==> config.mk <==
export PLATFORM = sky130hd
export DESIGN_NAME = pipe_hazard_ctrl
export DESIGN_NICKNAME = d
export VERILOG_FILES = /design/src/rtl/pipe_hazard_ctrl.sv
export SDC_FILE = /design/constraint.sdc
export NUM_CORES = 1
export LEC_CHECK = 0
export ABC_AREA = 1
export CAP_MARGIN = 25
export CORE_AREA = 2 2 46 48
export CTS_CLUSTER_SIZE = 8
export DETAILED_ROUTE_END_ITERATION = 10
export DIE_AREA = 0 0 48 50
export GPL_ROUTABILITY_DRIVEN = 0
export GPL_TIMING_DRIVEN = 0
export PLACE_DENSITY_LB_ADDON = 0.3
export REMOVE_ABC_BUFFERS = 1
export SKIP_LAST_GASP = 1
export SYNTH_ARGS = -nofsm -noshare
export SYNTH_HDL_FRONTEND = slang
export SYNTH_SLANG_ARGS = --single-unit
export TNS_END_PERCENT = 5
==> constraint.sdc <==
create_clock -name clk -period 2.2 [get_ports clk]
set_input_delay 0.66 -clock clk [delete_from_list [all_inputs] [get_ports clk]]
set_output_delay 0.66 -clock clk [all_outputs]
set_load 0.02 [all_outputs]
==> src/rtl/pipe_hazard_ctrl.sv <==
// Pipeline sequencing controller: load-use bubbles, taken-branch flush and multdiv hold for the 5-stage core.
// Optional stall/flush statistics counters are enabled by defining PIPE_HAZARD_CTRL_STALL_CNT_EN.
module pipe_hazard_ctrl #(
  parameter int MD_LIMIT = 40
) (
  input  logic        clk,
  input  logic        clr,
  input  logic [4:0]  fd_rs,
  input  logic [4:0]  fd_rt,
  input  logic        fd_uses_rs,
  input  logic        fd_uses_rt,
  input  logic [4:0]  dx_rd,
  input  logic        dx_is_load,
  input  logic        dx_is_md,
  input  logic        x_taken,
  input  logic        md_ready,
  output logic        pc_en,
  output logic        fd_en,
  output logic        dx_en,
  output logic        xm_en,
  output logic        fd_clr,
  output logic        dx_clr,
  output logic        xm_clr,
  output logic        md_start,
  output logic        stall,
`ifdef PIPE_HAZARD_CTRL_STALL_CNT_EN
  output logic [31:0] stall_cnt,
  output logic [15:0] flush_cnt,
`endif
  output logic        md_timeout
);

  localparam int CW = $clog2(MD_LIMIT + 1);
  localparam logic [CW-1:0] CNT_LAST = CW'(MD_LIMIT - 1);

  typedef enum logic {RUN, MD_BUSY} stateT;

  stateT         stateReg, stateNext;
  logic [CW-1:0] mdCntReg, mdCntNext;
  logic          timeoutSet;
  logic          loadUse;

  assign loadUse = dx_is_load && (dx_rd != 5'd0) &&
                   ((fd_uses_rs && (fd_rs == dx_rd)) || (fd_uses_rt && (fd_rt == dx_rd)));

  always_ff @(posedge clk) begin
    if (clr) begin
      stateReg   <= RUN;
      mdCntReg   <= '0;
      md_timeout <= 1'b0;
    end else begin
      stateReg <= stateNext;
      mdCntReg <= mdCntNext;
      if (timeoutSet) md_timeout <= 1'b1;
    end
  end

  always_comb begin
    pc_en      = 1'b1;
    fd_en      = 1'b1;
    dx_en      = 1'b1;
    xm_en      = 1'b1;
    fd_clr     = 1'b0;
    dx_clr     = 1'b0;
    xm_clr     = 1'b0;
    md_start   = 1'b0;
    stateNext  = stateReg;
    mdCntNext  = mdCntReg;
    timeoutSet = 1'b0;
    if (clr) begin
      fd_clr = 1'b1;
      dx_clr = 1'b1;
      xm_clr = 1'b1;
    end else begin
      case (stateReg)
        RUN: begin
          if (x_taken) begin
            fd_clr = 1'b1;
            dx_clr = 1'b1;
          end else if (dx_is_md) begin
            md_start  = 1'b1;
            pc_en     = 1'b0;
            fd_en     = 1'b0;
            dx_en     = 1'b0;
            xm_clr    = 1'b1;
            stateNext = MD_BUSY;
            mdCntNext = '0;
          end else if (loadUse) begin
            pc_en  = 1'b0;
            fd_en  = 1'b0;
            dx_clr = 1'b1;
          end
        end
        MD_BUSY: begin
          // Release on a valid result, or force it once the budget is spent.
          if (md_ready) begin
            stateNext = RUN;
          end else if (mdCntReg >= CNT_LAST) begin
            stateNext  = RUN;
            timeoutSet = 1'b1;
          end else begin
            pc_en     = 1'b0;
            fd_en     = 1'b0;
            dx_en     = 1'b0;
            xm_clr    = 1'b1;
            mdCntNext = mdCntReg + 1'b1;
          end
        end
        default: stateNext = RUN;
      endcase
    end
  end

  assign stall = ~pc_en & ~clr;

`ifdef PIPE_HAZARD_CTRL_STALL_CNT_EN
  always_ff @(posedge clk) begin
    if (clr) begin
      stall_cnt <= '0;
      flush_cnt <= '0;
    end else begin
      if (stall) stall_cnt <= stall_cnt + 32'd1;
      if ((stateReg == RUN) && x_taken && (flush_cnt != 16'hFFFF))
        flush_cnt <= flush_cnt + 16'd1;
    end
  end
`endif

endmodule

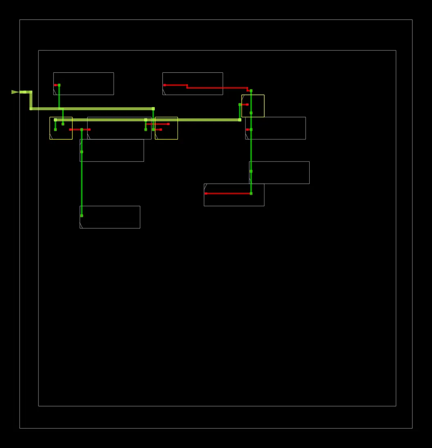
*The clock network*
seq_cells: 8
clk_skew: 0.00662 ns

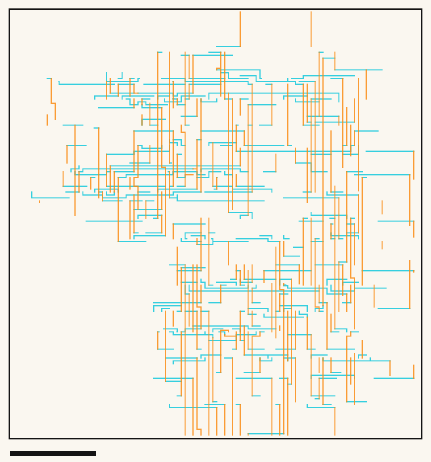
*Routed metal, one color a layer*
The bar under the picture is 10 µm long. Only two layers are drawn.
Cyan stands for met1, wire length 762 µm. Orange stands for met2, wire length 909 µm.
routed wire length: 1800 µm
GRT Overall Usage: 16.3%

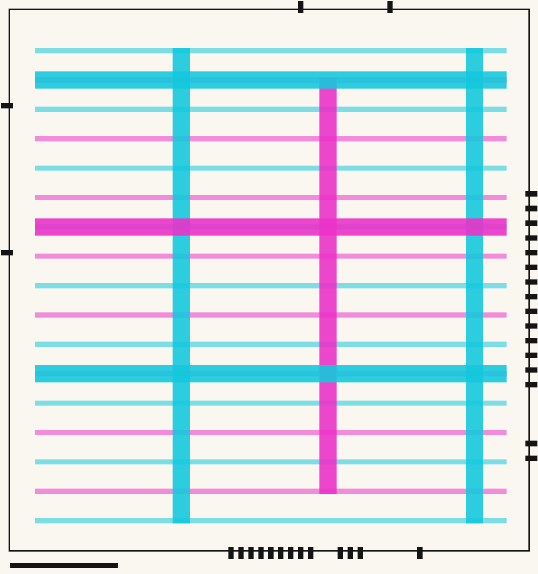
*Power grid*
The bar under the picture is 10 µm long. Pins as bars on the die edge.
Magenta stands for VDD. Cyan stands for VSS.
33 signal pins sit on the boundary. 17 met1 rails follow the rows. 3 straps on met4. The core has 16 rows. 3 straps on met5.
placeable core area: 0.00190 mm²
die height: 50 µm
maximum vdd drop: 0.463 mV
Die Width: 48 µm

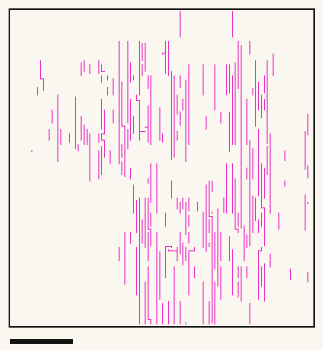
*M2 wires*
The bar under the picture is 10 µm long.
The longest straight run is 28.9 µm. 146 nets have wire on it. The layer carries 909 µm of wire. The layer holds 50% of the routed length. The wires run mostly vertical.
via count: 837
met2 Usage GRT: 27.8%

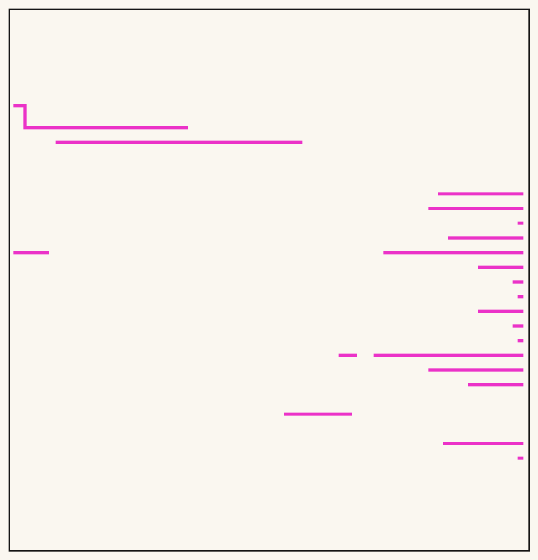
*M3 wires*
21 nets have wire on it. The wires run mostly horizontal. The longest straight run is 22.5 µm. The layer carries 130 µm of wire.
met3 Use GR: 6.96%

==> results.yml <==
# yosys + openroad results
yosys:
  ff_type: "dfxtp_1"
  ys_top_cells_by_count: "41 x nand2_1, 22 x inv_1, 15 x nor2_1"
  synth_cell_types: 23
  synth_area_um2: 717
  edf_count: 0
  yosysWarningCount: 0
global_route:
  antenna_found_initial: 0
  overflow: 0
  grt_max_degree: 7
  grt_pass1_vias: 734
die:
  fp_util_pct: 37.7
  die-area_mm2: 0.00240
  ios: 33
final_timing:
  slew_viol_final: 0
  whs_ns: 0.463
  worst_slack_ns: -0.0114
  fin_crit_sh_pct: 101
  hold_viol: 0
  setup_viol: 1
route:
  post_drt_wl_per_cell_um: 9.74
  ant_nets: 0
  drc: 0
  first_pass_iters: 4
final_layout:
  fillers: 181
  drive_above_1_share_pct: 41.1
  insertedDiodeCount: 0
  fin_nets: 184
cts:
  cts_buffers: 3
  cts_num_sinks: 8
  clockBufferDepth: 2
  clk_pin_slew_ns: 0.05
hold_path:
  min_path_type: "flip-flop to flip-flop"
placement:
  port_buffers: 31
run_status:
  violations: "negative setup slack"
  outcome: "finished with violations"
setup_path:
  cp-start-kind: "input pin"
  cp.required_ns: 1.54
  cp.arrival_ns: 1.55
  cp_slowest_cell: "dlygate4sd2_1"
## cells by family after synthesis
| kind of cell | after synthesis | share of synthesized area (%) |
|---|---|---|
| and+or+nand+nor | 76 | 50.8 |
| buffers and inverters | 27 | 15.2 |
| AOI/OAI and AO/OA | 10 | 9.42 |
| DFF | 8 | 22.3 |
| adders and majority gates | 1 | 1.74 |
| other | 1 | 0.523 |
## cell type report
type / instances / area, µm² / area share (%)
Sequential cell: 8 / 163 / 15.0
Clock buffer: 3 / 22.5 / 2.07
Multi-Input combinational cell: 88 / 493 / 45.3
Tap cell: 27 / 33.8 / 3.11
Timing Repair Buffer: 34 / 279 / 25.7
Inverter: 25 / 96.3 / 8.86
## worst max-delay path, delay by kind of cell
family / cells / cell delay [ns]
buf+inv: 4 / 0.51
compound gates: 2 / 0.25
simple gates: 1 / 0.12
## final timing paths
kind | startpoint | endpoint | slack (ns) | cells after the start
max | x_taken | stall | -0.01 | 7
min | md_timeout | md_timeout | 0.46 | 1
max reg2reg | mdCntReg[0] | mdCntReg[4] | 0.83 | 10
min reg2reg | md_timeout | md_timeout | 0.46 | 1
## sequential cells by signal, indices dropped and copies added, names as in the netlist
register and flops:
mdCntReg 6, md_timeout 1, stateReg 1
## routing by layer
metal / global-route usage (%) / share of wire, % / wire length (µm) / up-vias
met5: 0 / 0 / 0 / -
met4: 0 / 0 / 0 / 0
met3: 6.96 / 7.2 / 130 / 0
met2: 27.8 / 50 / 908 / 25
met1: 19.9 / 42 / 761 / 366
li1: - / - / - / 446
## metrics by stage
stage / std cells / setup WS, ns / total power [µW] / utilization (%)
6_report: 185 / -0.0114 / 398 / 57.2
3_3_place_gp: 179 / -0.885 / 288 / 55.0
2_1_floorplan: 121 / 0.106 / 218 / -
5_1_grt: 185 / -0.0471 / 432 / 57.2
3_5_place_dp: 179 / -0.885 / 290 / 55.0
4_1_cts: 185 / -0.0171 / 391 / 54.1
## cells in the final DEF (no fill, tap or decap), types with 6 or more instances in the layout
| master | synthesis | layout |
|---|---|---|
| inv_1 | 22 | 14 |
| nand3_1 | 7 | 7 |
| nand2_1 | 41 | 34 |
| inv_2 | 3 | 10 |
| nor2_1 | 15 | 12 |
| buf_2 | 0 | 11 |
| dlygate4sd2_1 | 0 | 6 |
| buf_6 | 0 | 10 |
| dfxtp_1 | 8 | 6 |
| nand2_2 | 1 | 8 |
## power by group
group          internal, µW  switching (µW)
Sequential              147            2.71
Combinational          64.0            76.7
Clock                  62.1            45.5
Total                   273             125
## repair_timing
action,CTS,global route
pin swaps,27,15
setup buffers,3,0
hold buffers,0,0
setup endpoints to repair,8,7
gates resized,117,19
Power is estimated from default activity; no workload was simulated.
